**src/rtl/muldiv_unit.sv**
```systemverilog
`timescale 1ns/1ps
// Iterative RV32M multiply/divide unit: shift-add multiply and restoring divide,
// one bit per cycle, with single-cycle divide-by-zero and signed-overflow results.
module muldiv_unit #(
    parameter int XLEN  = 32,
    parameter int CNT_W = $clog2(XLEN) + 1
) (
    input  logic            clk,
    input  logic            rst,
    input  logic            start,
    input  logic [2:0]      op,
    input  logic [XLEN-1:0] rs1_rdata,
    input  logic [XLEN-1:0] rs2_rdata,
    input  logic [4:0]      rd_waddr,
    input  logic            flush,
    output logic            hold_o,
    output logic            rd_we_o,
    output logic [4:0]      rd_waddr_o,
    output logic [XLEN-1:0] rd_wdata_o
);

    typedef enum logic [1:0] {S_IDLE, S_CALC, S_DONE} state_e;

    localparam logic [2:0] OP_MUL    = 3'd0;
    localparam logic [2:0] OP_MULH   = 3'd1;
    localparam logic [2:0] OP_MULHSU = 3'd2;
    localparam logic [2:0] OP_MULHU  = 3'd3;
    localparam logic [2:0] OP_DIV    = 3'd4;
    localparam logic [2:0] OP_DIVU   = 3'd5;
    localparam logic [2:0] OP_REM    = 3'd6;

    localparam logic [XLEN-1:0]  MIN_NEG = {1'b1, {(XLEN-1){1'b0}}};
    localparam logic [CNT_W-1:0] LAST    = CNT_W'(XLEN - 1);

    state_e              state_q, state_d;
    logic [2:0]          op_q, op_d;
    logic [4:0]          rd_q, rd_d;
    logic                neg_q, neg_d;
    logic [XLEN-1:0]     a_q, a_d;
    logic [XLEN-1:0]     b_q, b_d;
    logic [2*XLEN-1:0]   acc_q, acc_d;
    logic [CNT_W-1:0]    cnt_q, cnt_d;
    logic [4:0]          waddr_q, waddr_d;
    logic [XLEN-1:0]     wdata_q, wdata_d;

    logic                sign_a, sign_b, div_zero, div_ovf;
    logic [XLEN-1:0]     abs_a, abs_b, special_res, final_res;
    logic [XLEN:0]       mul_sum, rem_sh, trial;
    logic [XLEN-1:0]     rem_new;
    logic [2*XLEN-1:0]   step_acc, prod_s;

    // Operand decode at issue time: magnitudes plus the one-cycle special cases.
    always_comb begin
        sign_a   = (op == OP_MULH || op == OP_MULHSU || op == OP_DIV || op == OP_REM)
                   && rs1_rdata[XLEN-1];
        sign_b   = (op == OP_MULH || op == OP_DIV || op == OP_REM) && rs2_rdata[XLEN-1];
        abs_a    = sign_a ? -rs1_rdata : rs1_rdata;
        abs_b    = sign_b ? -rs2_rdata : rs2_rdata;
        div_zero = op[2] && (rs2_rdata == '0);
        div_ovf  = (op == OP_DIV || op == OP_REM) && (rs1_rdata == MIN_NEG)
                   && (rs2_rdata == '1);
        if (op[1]) special_res = div_zero ? rs1_rdata : '0;
        else       special_res = div_zero ? '1 : rs1_rdata;
    end

    // One iteration: multiply shifts the product right, divide shifts a quotient bit in.
    always_comb begin
        mul_sum  = {1'b0, acc_q[2*XLEN-1:XLEN]} + ({1'b0, a_q} & {(XLEN+1){b_q[0]}});
        rem_sh   = {acc_q[2*XLEN-1:XLEN], a_q[XLEN-1]};
        trial    = rem_sh - {1'b0, b_q};
        rem_new  = trial[XLEN] ? rem_sh[XLEN-1:0] : trial[XLEN-1:0];
        if (op_q[2]) step_acc = {rem_new, acc_q[XLEN-2:0], ~trial[XLEN]};
        else         step_acc = {mul_sum, acc_q[XLEN-1:1]};
        prod_s = neg_q ? -step_acc : step_acc;
        case (op_q)
            OP_MUL:                     final_res = prod_s[XLEN-1:0];
            OP_MULH, OP_MULHSU, OP_MULHU: final_res = prod_s[2*XLEN-1:XLEN];
            OP_DIV, OP_DIVU:
                final_res = neg_q ? -step_acc[XLEN-1:0] : step_acc[XLEN-1:0];
            default:
                final_res = neg_q ? -step_acc[2*XLEN-1:XLEN] : step_acc[2*XLEN-1:XLEN];
        endcase
    end

    // NOTE: every _d defaults to its _q first so no path through the case infers a latch.
    always_comb begin
        state_d = state_q;
        op_d    = op_q;
        rd_d    = rd_q;
        neg_d   = neg_q;
        a_d     = a_q;
        b_d     = b_q;
        acc_d   = acc_q;
        cnt_d   = cnt_q;
        waddr_d = waddr_q;
        wdata_d = wdata_q;
        if (flush) begin
            state_d = S_IDLE;
        end else begin
            case (state_q)
                S_IDLE: if (start) begin
                    op_d  = op;
                    rd_d  = rd_waddr;
                    neg_d = (op == OP_REM) ? sign_a : (sign_a ^ sign_b);
                    a_d   = abs_a;
                    b_d   = abs_b;
                    acc_d = '0;
                    cnt_d = '0;
                    if (div_zero || div_ovf) begin
                        state_d = S_DONE;
                        waddr_d = rd_waddr;
                        wdata_d = special_res;
                    end else begin
                        state_d = S_CALC;
                    end
                end
                S_CALC: begin
                    acc_d = step_acc;
                    a_d   = op_q[2] ? (a_q << 1) : a_q;
                    b_d   = op_q[2] ? b_q : (b_q >> 1);
                    cnt_d = cnt_q + CNT_W'(1);
                    if (cnt_q == LAST) begin
                        state_d = S_DONE;
                        waddr_d = rd_q;
                        wdata_d = final_res;
                    end
                end
                default: state_d = S_IDLE;
            endcase
        end
    end

    // NOTE: state uses non-blocking assignments so every flop samples pre-edge values.
    always_ff @(posedge clk or negedge rst) begin
        if (!rst) begin
            state_q <= S_IDLE;
            op_q    <= '0;
            rd_q    <= '0;
            neg_q   <= 1'b0;
            a_q     <= '0;
            b_q     <= '0;
            acc_q   <= '0;
            cnt_q   <= '0;
            waddr_q <= '0;
            wdata_q <= '0;
        end else begin
            state_q <= state_d;
            op_q    <= op_d;
            rd_q    <= rd_d;
            neg_q   <= neg_d;
            a_q     <= a_d;
            b_q     <= b_d;
            acc_q   <= acc_d;
            cnt_q   <= cnt_d;
            waddr_q <= waddr_d;
            wdata_q <= wdata_d;
        end
    end

    assign hold_o     = ((state_q == S_IDLE) && start && !flush) || (state_q == S_CALC);
    assign rd_we_o    = (state_q == S_DONE) && !flush;
    assign rd_waddr_o = waddr_q;
    assign rd_wdata_o = wdata_q;

endmodule
```
**config.mk**
```make
export PLATFORM = sky130hd
export DESIGN_NAME = muldiv_unit
export DESIGN_NICKNAME = d
export VERILOG_FILES = /design/src/rtl/muldiv_unit.sv
export SDC_FILE = /design/constraint.sdc
export NUM_CORES = 1
export LEC_CHECK = 0
export CAP_MARGIN = 20
export CORE_MARGIN = 3
export CORE_UTILIZATION = 30
export CTS_BUF_LIST = sky130_fd_sc_hd__clkbuf_16
export DETAILED_ROUTE_END_ITERATION = 7
export GPL_ROUTABILITY_DRIVEN = 0
export PLACE_DENSITY_LB_ADDON = 0.1
export SKIP_LAST_GASP = 1
export SLEW_MARGIN = 20
export SYNTH_ARGS = -nofsm -noshare
export SYNTH_HDL_FRONTEND = slang
export SYNTH_SLANG_ARGS = --single-unit
```
**constraint.sdc**
```tcl
create_clock -name clk -period 6.4 [get_ports clk]
set_clock_uncertainty 0.05 [all_clocks]
set_input_delay 1.28 -clock clk [delete_from_list [all_inputs] [get_ports clk]]
set_output_delay 1.28 -clock clk [all_outputs]
set_load 0.005 [all_outputs]
```
### Signal wires on met3

Drawn at 2 px/um.
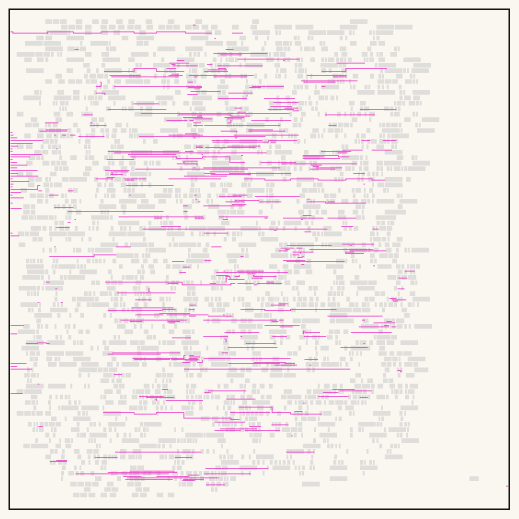
share of all routed wire: 6.3%
longest straight run: 92.0 um

### Clock wiring as the flow saved it

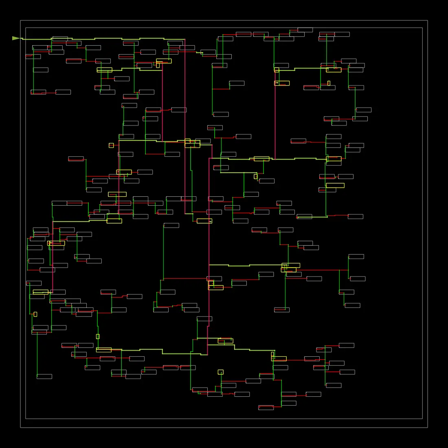
CTS Buf Count: 17
Clk power: 0.00116 W
Worst-Skew Late Latency: 0.51 ns
Clock Sinks: 182
seq_cells: 182

### Cell density map

Drawn at 1.5 px/um. The die is cut into 25 by 25 equal tiles; white is low, dark blue is high, 0 to 100% covered.
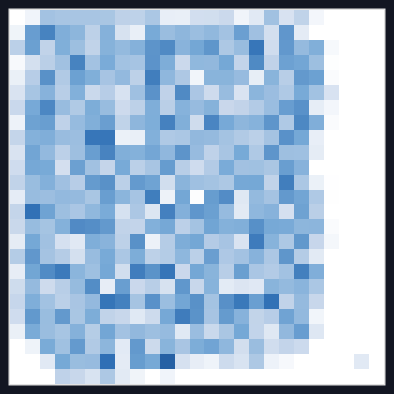
fullest tile: 81%
nearly empty tiles: 19%
emptiest ninth of the die: bottom right

### Clock distribution

Drawn at 1.5 px/um.
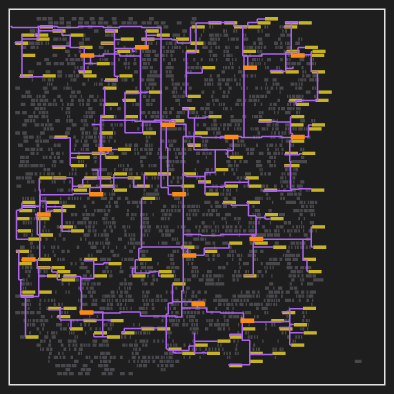
legend:
  yellow:
    item: flip-flops
    count: 182
  purple:
    item: clock wires
    length: 3,530 um
  orange:
    item: cells driving clock nets
    count: 17
routed clock nets: 18
flops lie: all over the die

==> Slide: Implementation Results <==
Run Summary

Synthesis
  – AND/OR/NAND/NOR Cells, Area Fraction: approximately 23%
  – Area leader, netlist: dfrtp_1
  – Chip area line of the yosys report: 17,800 um2
  – Cell count listed in synth_stat.txt: 2,358
  – Yosys aoi share: 28.4%
  – EDFF count, synth: 0
  – Xor/xnor share: around 7.6%
  – Syn Inst Count: between 2,000 and 2,500
  – Syn_area_per_cell: about 7.5 um2
  – Synth flops: 182
  – Yosys warning count: 0
  – Synth cell types: 111
  – Fa+ha+maj area frac: 6.47%
  – Top cell area share: 25.7%
  – Area fraction in mux cells: 3.72%
  – Comb area leader: AND-OR/OR-AND gates
  – Ys async rst share: 100%
  – Post-synth top flop: dfrtp_1
  – Most frequent cell after synthesis: nand2_1
  – Mapped Nets: between 2,000 and 3,000
  – Top area cell types: dfrtp_1, o21ai_0, nand2_1
  – Mapped cell area: 17,800 um2
  – Post-synth top cells: nand2_1, o21ai_0, a21oi_1, nor2_1, dfrtp_1
  – Sequential share of the synthesized area: 25.7%

Worst setup path
  – CP peak stage delay: approximately 0.54 ns
  – Reg2reg end: rd_wdata_o[2]
  – Setup crit end: rd_wdata_o[2]
  – Critical path depth in cells: 23
  – Worst Reg-to-Reg Cells: 23
  – Family with the most delay on the worst path: simple AND/OR/NAND/NOR gates
  – CP Data Arrival Time: 6.32 ns
  – Critical Path Most Common Cell: a21oi_1
  – R2R Setup Slk: 0.46 ns
  – CP Capture Type: flip-flop
  – Worst-path fanout max: 6
  – Reg2Reg Launch Point: a_q[31]
  – Crit path from: a_q[31]
  – CP bufs+invs: 3
  – Worst path cell trace: inv_1, ha_1, inv_1, fa_1, a211oi_1, o211ai_1, nand2_2, a21boi_4, nor3_2, nor3_1, a21oi_1, ha_1, or3b_2, nand2b_1, or2_2, or3_1, nand2_1, a21oi_1, mux4_2, nor3_1, buf_4, a21oi_1, o21ai_0
  – Crit path DRT: 6.78 ns
  – Worst path slowest cell: or3b_2
  – WS Path Type: reg -> reg
  – Startpoint Class: flip-flop

STA
  – Post-Route Setup TNS: 0 ns
  – Final Setup Violations: 0
  – Final min period: 5.94 ns
  – RSZ-0062 raised after global routing: false
  – Crit share post-route: 92.8%
  – Hold slack final: 0.436 ns
  – Final Hold Violation Tally: 0
  – Slew margin rel.: 25.2%
  – Max frequency: roughly 170 MHz
  – Pins over their slew limit: 0
  – Worst slew pin tran: 1.12 ns
  – Setup slack after layout: 0.460 ns

Drt
  – Total Routed Length: about 80,000 um
  – Drt pass-1 iters: 8
  – DR vias/cell: 5.83
  – DRC Markers: 0
  – Metal3 WL: 4910 um
  – DRT antenna net count: 0
  – Total number of vias: ~18,000
  – Top layer reached by signal wires: met4
  – DR WL/cell: ~25 um
  – Met2 Wirelength: between 30,000 and 40,000 um
  – 1st-iter DRT viols: 2,006
  – M1 WL: 36,900 um

Final layout
  – N_diodes: 0
  – Max reg flops: 64
  – Area grow syn2layout: 14.2%
  – Nets: 2,539
  – #MultiIn Comb: 1,953
  – Post-route cell area: 20,300 um2
  – Dominant kind of cell: combinational gates
  – Flop area: roughly 4600 um2
  – Comb/total area: 60.9%
  – Final core occ: 34.9%
  – Non-CTS buffers: ~170
  – Non-clock inverter total of the final layout: about 68
  – Layout cell share with drive strength beyond 1: 6.87%
  – MI comb area: 12,400 um2
  – Fillers: around 6,300
  – Most instantiated logic cell after routing: nand2_1
  – Non-filler instance count after layout: 3,168
  – Clock Buffer Count: 17
  – Most instantiated logic cells after routing: nand2_1, o21ai_0, a21oi_1
  – Clock-cell share: 2.90%
  – Biggest register: acc_q

Global routing
  – Congestion Overflow GR: 0
  – Vias in the first global route: 17,400
  – First-pass GRT wire length: 117,000 um
  – Grt met1 use: 35.5%
  – Pin count of the biggest net entering global routing: 127
  – M2 GR Usage: a little under two fifths
  – GRT Total Usage: 24.6%
  – Grt met3 use: 3.99%
  – Global route hottest layer: met2
  – Initial antenna violation count: 1

Power and ir drop
  – Seq pwr: 0.00194 W
  – Pwr Density: 505 nW/um2
  – Sw Ratio: 55.3%
  – Leakage: 8.08 nW
  – Int Pwr: 0.00458 W
  – Logic gate share of total power: ~70%
  – Comb pwr: 0.00715 W
  – Overall Power: 0.0102 W
  – Clock share of power: 11.3%
  – Net Sw Power: 0.00566 W
  – Worst vdd ir: 0.220 mV
  – Top pwr grp: combinational logic
  – Flop pwr share: 18.9%

Floorplanning
  – Die W: 249 um
  – I/O pins: 115
  – Chip area: just over 60,000 um2
  – N_taps: 765
  – Row cnt: 88
  – Initial Utilization: between 30% and 40%
  – Die Span Y: 249 um
  – Core ar.: 58,100 um2

Clocking
  – Clock transition at path regs: 0.08 ns
  – Hold_buf cts: 0
  – Longest Clk Path Bufs: 2
  – Post_cts resized: 0
  – CTS tree: done
  – H-tree Lvls: 4
  – CTS root buffer: clkbuf_16

Run status
  – Status: finished, final reports clean

Placed design
  – Post-DP Area: 19,700 um2
  – Pre-CTS WS: ~0.44 ns
  – I/O Buffers: 114
  – DP Wirelength: 60,100 um
  – Placed insts: between 3,000 and 4,000

Worst hold path
  – Hold Path Class: reg -> reg
  – Worst Hold Depth: 2
  – Hold_sp: rd_waddr_o[3]
  – Hold Path End: rd_waddr_o[3]

Run
  – Total of max-cap violations: 0
  – OpenROAD warning count: 30
Power and IR drop assume default switching activity.
